## config.mk

```make
export PLATFORM = sky130hd
export DESIGN_NAME = seg7_scan_driver_flat
export DESIGN_NICKNAME = d
export VERILOG_FILES = /design/src/rtl/seg7_scan_driver_pkg.sv /design/src/rtl/seg7_scan_driver_if.sv /design/src/rtl/seg7_hex_decode.sv /design/src/rtl/seg7_scan_driver.sv /design/src/flat_wrapper.sv
export SDC_FILE = /design/constraint.sdc
export NUM_CORES = 1
export LEC_CHECK = 0
export CAP_MARGIN = 25
export CORE_UTILIZATION = 35
export CTS_CLUSTER_SIZE = 10
export DETAILED_ROUTE_END_ITERATION = 12
export SLEW_MARGIN = 30
export SYNTH_ARGS = -nofsm -noshare
export SYNTH_HDL_FRONTEND = slang
export SYNTH_SLANG_ARGS = --single-unit
```

## constraint.sdc

```tcl
create_clock -name clk -period 3.6 [get_ports clk]
set_clock_uncertainty 0.05 [all_clocks]
set_input_delay 0.36 -clock clk [delete_from_list [all_inputs] [get_ports clk]]
set_output_delay 0.36 -clock clk [all_outputs]
set_load 0.02 [all_outputs]
```

## src/rtl/seg7_scan_driver_pkg.sv

```systemverilog
// Shared definitions for the seven-segment scan driver.
//   NUM_DIGITS / NIB_W / DIG_W / SEG_W / AN_W : geometry of the display
//   SEG_OFF / AN_OFF                          : dark drive levels (active-low)
//   frame_t                                   : one display snapshot (digits, dp, blank)
//   hex7()                                    : hex nibble -> a-g segments, active-high
package seg7_scan_driver_pkg;

  localparam int unsigned NUM_DIGITS = 4;
  localparam int unsigned NIB_W      = 4;
  localparam int unsigned DIG_W      = $clog2(NUM_DIGITS);
  localparam int unsigned SEG_W      = 8;
  localparam int unsigned AN_W       = NUM_DIGITS;

  localparam logic [SEG_W-1:0] SEG_OFF = 8'hFF;
  localparam logic [AN_W-1:0]  AN_OFF  = 4'b1111;

  // One complete display snapshot; committed as a unit to avoid tearing.
  typedef struct packed {
    logic [NUM_DIGITS*NIB_W-1:0] digits;
    logic [NUM_DIGITS-1:0]       dp;
    logic [NUM_DIGITS-1:0]       blank;
  } frame_t;

  // Reset snapshot: all digits blanked so the display stays dark until first commit.
  localparam frame_t FRAME_RESET = '{digits: '0, dp: '0, blank: '1};

  // Hex glyph table, bit order {g,f,e,d,c,b,a}, active-high.
  function automatic logic [6:0] hex7(input logic [NIB_W-1:0] v);
    logic [6:0] s;
    s = 7'h00;
    case (v)
      4'h0: s = 7'h3F;
      4'h1: s = 7'h06;
      4'h2: s = 7'h5B;
      4'h3: s = 7'h4F;
      4'h4: s = 7'h66;
      4'h5: s = 7'h6D;
      4'h6: s = 7'h7D;
      4'h7: s = 7'h07;
      4'h8: s = 7'h7F;
      4'h9: s = 7'h6F;
      4'hA: s = 7'h77;
      4'hB: s = 7'h7C;
      4'hC: s = 7'h39;
      4'hD: s = 7'h5E;
      4'hE: s = 7'h79;
      4'hF: s = 7'h71;
      default: s = 7'h00;
    endcase
    return s;
  endfunction

endpackage

```

## src/rtl/seg7_scan_driver_if.sv

```systemverilog
// Load/commit handshake between the display data source and the scan driver.
//   load      : 1-cycle request to capture digits_in/dp_in/blank_in
//   digits_in : nibble k at [4k+3:4k], digit 0 rightmost
//   dp_in     : per-digit decimal point enable
//   blank_in  : per-digit force-dark
//   upd_done  : 1-cycle pulse when new data became the active snapshot
//   pending   : captured data not yet committed
interface seg7_scan_driver_if;
  import seg7_scan_driver_pkg::*;

  logic                        load;
  logic [NUM_DIGITS*NIB_W-1:0] digits_in;
  logic [NUM_DIGITS-1:0]       dp_in;
  logic [NUM_DIGITS-1:0]       blank_in;
  logic                        upd_done;
  logic                        pending;

  modport master (
    output load, digits_in, dp_in, blank_in,
    input  upd_done, pending
  );

  modport slave (
    input  load, digits_in, dp_in, blank_in,
    output upd_done, pending
  );

endinterface

```

## src/rtl/seg7_hex_decode.sv

```systemverilog
// Combinational hex nibble to seven-segment decoder.
//   nibble : 4-bit hex value
//   seg_c  : {g,f,e,d,c,b,a}, active-high
module seg7_hex_decode
  import seg7_scan_driver_pkg::*;
(
  input  logic [NIB_W-1:0] nibble,
  output logic [6:0]       seg_c
);

  always_comb begin
    seg_c = hex7(nibble);
  end

endmodule

```

## src/rtl/seg7_scan_driver.sv

```systemverilog
// Time-multiplexed driver for a 4-digit common-anode seven-segment display.
// Data arrives through a shadow register and is committed to the active
// snapshot only at frame boundaries, so every frame shows one coherent value.
//   clk, rst_n : clock, asynchronous active-low reset
//   bus        : load/commit handshake (slave side)
//   segments   : active-low {dp,g,f,e,d,c,b,a}, registered
//   anodes     : active-low digit enables, registered, at most one low
module seg7_scan_driver
  import seg7_scan_driver_pkg::*;
#(
  parameter int unsigned SCAN_DIV = 100_000,
  parameter int unsigned GUARD    = 1_000
) (
  input  logic                 clk,
  input  logic                 rst_n,
  seg7_scan_driver_if.slave    bus,
  output logic [SEG_W-1:0]     segments,
  output logic [AN_W-1:0]      anodes
);

  localparam int unsigned CNT_W = $clog2(SCAN_DIV);

  logic [CNT_W-1:0] div_cnt,   div_nxt;
  logic [DIG_W-1:0] digit_sel, sel_nxt;
  logic             wrap, fb;

  frame_t           shadow_q, active_q, active_nxt, in_frame;
  logic             pending_q, pending_nxt;
  logic             upd_q, upd_nxt;

  logic [NIB_W-1:0] nib_sel;
  logic [6:0]       dec_c;
  logic [SEG_W-1:0] seg_nxt, seg_q;
  logic [AN_W-1:0]  an_nxt, an_q;

  assign in_frame = '{digits: bus.digits_in, dp: bus.dp_in, blank: bus.blank_in};

  // Slot timing and frame boundary detection.
  assign wrap = (div_cnt == CNT_W'(SCAN_DIV - 1));
  assign fb   = wrap && (digit_sel == DIG_W'(NUM_DIGITS - 1));

  // Next-state: counters, commit path and handshake.
  always_comb begin
    div_nxt     = div_cnt + CNT_W'(1);
    sel_nxt     = digit_sel;
    active_nxt  = active_q;
    pending_nxt = pending_q;
    upd_nxt     = 1'b0;

    if (wrap) begin
      div_nxt = '0;
      sel_nxt = digit_sel + DIG_W'(1);
    end

    if (bus.load) begin
      pending_nxt = 1'b1;
    end

    // A load coinciding with the boundary bypasses the shadow entirely.
    if (fb) begin
      pending_nxt = 1'b0;
      if (bus.load) begin
        active_nxt = in_frame;
        upd_nxt    = 1'b1;
      end else if (pending_q) begin
        active_nxt = shadow_q;
        upd_nxt    = 1'b1;
      end
    end
  end

  // Decode the digit that will be selected next cycle so outputs stay registered.
  assign nib_sel = active_nxt.digits[{sel_nxt, 2'b00} +: NIB_W];

  seg7_hex_decode u_dec (
    .nibble (nib_sel),
    .seg_c  (dec_c)
  );

  // Drive: dark during the anti-ghosting guard window or when the digit is blanked.
  always_comb begin
    an_nxt  = AN_OFF;
    seg_nxt = SEG_OFF;
    if ((div_nxt >= CNT_W'(GUARD)) && !active_nxt.blank[sel_nxt]) begin
      an_nxt  = ~(AN_W'(1) << sel_nxt);
      seg_nxt = {~active_nxt.dp[sel_nxt], ~dec_c};
    end
  end

  // State and output registers.
  always_ff @(posedge clk or negedge rst_n) begin
    if (!rst_n) begin
      div_cnt   <= '0;
      digit_sel <= '0;
      shadow_q  <= FRAME_RESET;
      active_q  <= FRAME_RESET;
      pending_q <= 1'b0;
      upd_q     <= 1'b0;
      seg_q     <= SEG_OFF;
      an_q      <= AN_OFF;
    end else begin
      div_cnt   <= div_nxt;
      digit_sel <= sel_nxt;
      if (bus.load) begin
        shadow_q <= in_frame;
      end
      active_q  <= active_nxt;
      pending_q <= pending_nxt;
      upd_q     <= upd_nxt;
      seg_q     <= seg_nxt;
      an_q      <= an_nxt;
    end
  end

  assign bus.upd_done = upd_q;
  assign bus.pending  = pending_q;
  assign segments     = seg_q;
  assign anodes       = an_q;

endmodule

```

## src/flat_wrapper.sv

```systemverilog
// flat-port wrapper written by rule: the top's interface ports become plain ports
module seg7_scan_driver_flat import seg7_scan_driver_pkg::*;
#(
  parameter int unsigned SCAN_DIV = 100_000,
  parameter int unsigned GUARD    = 1_000
)
  (clk, rst_n, segments, anodes, bus_load, bus_digits_in, bus_dp_in, bus_blank_in, bus_upd_done, bus_pending);
  seg7_scan_driver_if bus_i ();
  input  logic clk;
  input  logic rst_n;
  output logic [SEG_W-1:0] segments;
  output logic [AN_W-1:0] anodes;
  input wire logic [$bits(bus_i.load)-1:0] bus_load;
  input wire logic [$bits(bus_i.digits_in)-1:0] bus_digits_in;
  input wire logic [$bits(bus_i.dp_in)-1:0] bus_dp_in;
  input wire logic [$bits(bus_i.blank_in)-1:0] bus_blank_in;
  output wire logic [$bits(bus_i.upd_done)-1:0] bus_upd_done;
  output wire logic [$bits(bus_i.pending)-1:0] bus_pending;
  assign bus_i.load = bus_load;
  assign bus_i.digits_in = bus_digits_in;
  assign bus_i.dp_in = bus_dp_in;
  assign bus_i.blank_in = bus_blank_in;
  assign bus_upd_done = bus_i.upd_done;
  assign bus_pending = bus_i.pending;
  seg7_scan_driver #(.SCAN_DIV(SCAN_DIV), .GUARD(GUARD)) u_core (.clk(clk), .rst_n(rst_n), .bus(bus_i), .segments(segments), .anodes(anodes));
endmodule
```

==> images/met1.png <==
The bar under the picture is 20 µm long. Supply wires on this layer in gray.
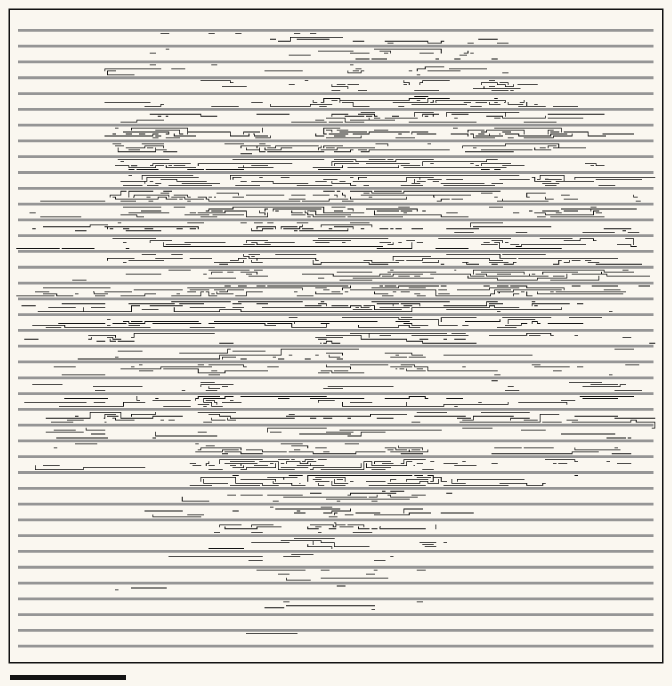
share of all routed wire	48%
main direction	horizontal
wire length on this layer	4780 µm
longest straight run	49.7 µm
nets with wire on the layer	461
via count: 3374
Post-Route WL: 9980 µm

==> images/met2.png <==
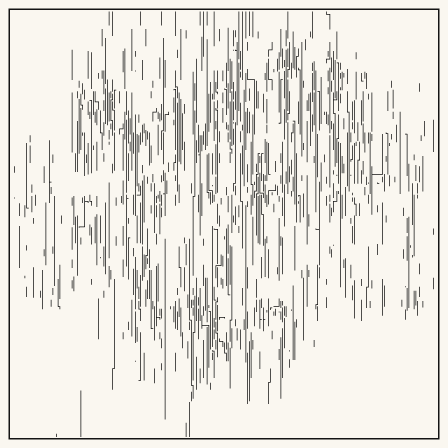
longest straight run	47.3 µm
nets with wire on the layer	452
GR Util met2: 0.259

==> images/met3.png <==
The bar under the picture is 20 µm long. Cells faint in the background.
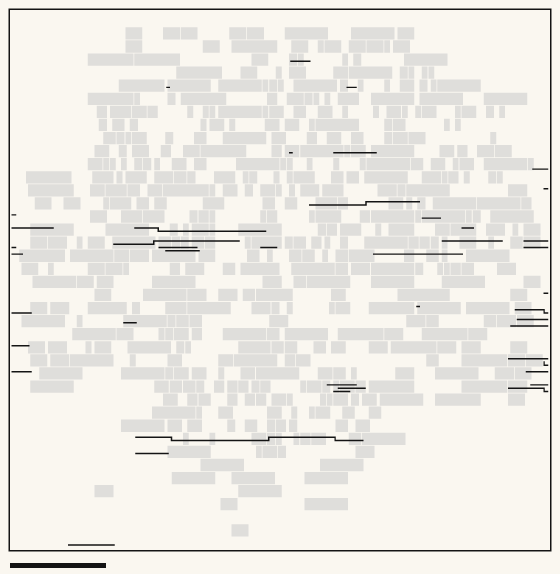
main direction	horizontal
share of all routed wire	3.2%
nets with wire on the layer	34

==> logic make-up (layout without fill, tap and decap cells) <==
family	Yosys count	after routing	share of synthesized area
muxes	36	36	0.0969
and+or+nand+nor	137	137	0.165
xor gates and xnor gates	17	17	0.0350
adders and majority gates	8	8	0.0235
buffers and inverters	56	127	0.0558
DFF	81	81	0.482
AOI/OAI and AO/OA	82	82	0.142
==> synth_stat cells, types with 10 or more instances <==
master | n | area, µm²
dfrtp_1 | 61 | 1530
nor2_1 | 42 | 158
nand2_1 | 30 | 113
inv_1 | 26 | 97.6
mux2_2 | 22 | 248
dfstp_2 | 20 | 526
o21ai_0 | 18 | 90.1
clkbuf_1 | 14 | 52.6
mux2i_1 | 12 | 120
nand3_1 | 12 | 60.1
nand4_1 | 10 | 62.6
nor3_1 | 10 | 50.1
==> per-stage QoR <==
step                      instance area [µm²]   util
after floorplan                          4260      -
after global placement                   4960  0.427
after detailed placement                 4960  0.427
after CTS                                5260  0.453
after global routing                     5420  0.467
final                                    5420  0.467
==> flip-flops by register name, summed over array words and instances, names as in the netlist <==
| register | cells |
|---|---|
| u_core.segments | 8 |
| u_core.div_cnt | 17 |
| u_core.bus.upd_done | 1 |
| u_core.bus.pending | 1 |
| u_core.shadow_q | 24 |
| u_core.active_q | 24 |
| u_core.digit_sel | 2 |
| u_core.anodes | 4 |
==> how the worst max path moves through the flow <==
stage,end,cells past startpoint,slack (ns),from
final,u_core.segments[1],13,0.13,u_core.div_cnt[6]
after global routing,u_core.segments[1],13,-0.04,u_core.div_cnt[6]
after CTS,u_core.segments[2],11,0.04,u_core.div_cnt[6]
after detailed placement,u_core.segments[6],11,0.08,u_core.div_cnt[6]
after global placement,u_core.segments[2],11,0.11,u_core.div_cnt[6]
after floorplan,u_core.segments[1],13,0.07,u_core.div_cnt[6]
==> metal layers <==
| layer | up-vias | part of all wire | global-route usage |
|---|---|---|---|
| met5 | - | 0 | 0 |
| met2 | 61 | 0.47 | 0.259 |
| met1 | 1676 | 0.48 | 0.238 |
| met4 | 0 | 0.016 | 0.0818 |
| li1 | 1626 | - | - |
| met3 | 11 | 0.031 | 0.0297 |
==> layout make-up <==
class | instances | area (µm²)
Fill cell | 1079 | 6190
Inverter | 28 | 105
Clock buffer | 9 | 225
Clock inverter | 7 | 71.3
Sequential cell | 81 | 2050
Multi-Input combinational cell | 280 | 2040
Tap cell | 143 | 179
Timing Repair Buffer | 83 | 744
==> what timing repair did <==
action                     4_1_cts  5_1_grt
setup buffers                    0        8
gates resized                    0       29
hold buffers                     0        0
setup endpoints to repair        0       12
==> power groups by stage <==
stage                     Combinational [mW]  Sequential (mW)  Clock, mW
after floorplan                       0.0401            0.961          0
after global placement                 0.100            0.962          0
after detailed placement               0.102            0.963          0
after CTS                              0.103            0.947      0.937
after global routing                   0.113            0.949      0.981
final                                  0.100            0.947      0.913
==> critical path, delay by kind of cell, from the launching register on <==
| family | cells | cell delay [ns] |
|---|---|---|
| simple gates | 5 | 1.64 |
| fa+ha+maj | 1 | 0.32 |
| compound gates | 5 | 0.72 |
| buf+inv | 2 | 0.29 |
| flops | 1 | 0.37 |
==> run summary <==
yosys + openroad results -> vias in the first global route=3321, largest net degree at the start of global routing=82, Hold Fails Final Rpt=9, Final setup viols=0, mapped cell area=0.00426 mm², fin worst setup slack=0.126 ns, number of enable flip-flop cells=0, failing checks=design-rule violations, negative hold slack, Mapped Nets=452, YS chip area=0.00426 mm², CTS max path bufs=2, worst hold slack=-0.00265 ns, per-cell routed wire length=15.8 µm, pre-CTS setup slack=0.0774 ns, outcome=finished with violations, minimum clock period after layout=3.47 ns, DRC violations left=3, CTS tree=yes, max incr delay on CP=0.56 ns, CTS sink cnt=81, chip height=112 µm, P_int=1.53 mW, DP Wirelength=6870 µm
Power is estimated from default activity; no workload was simulated.
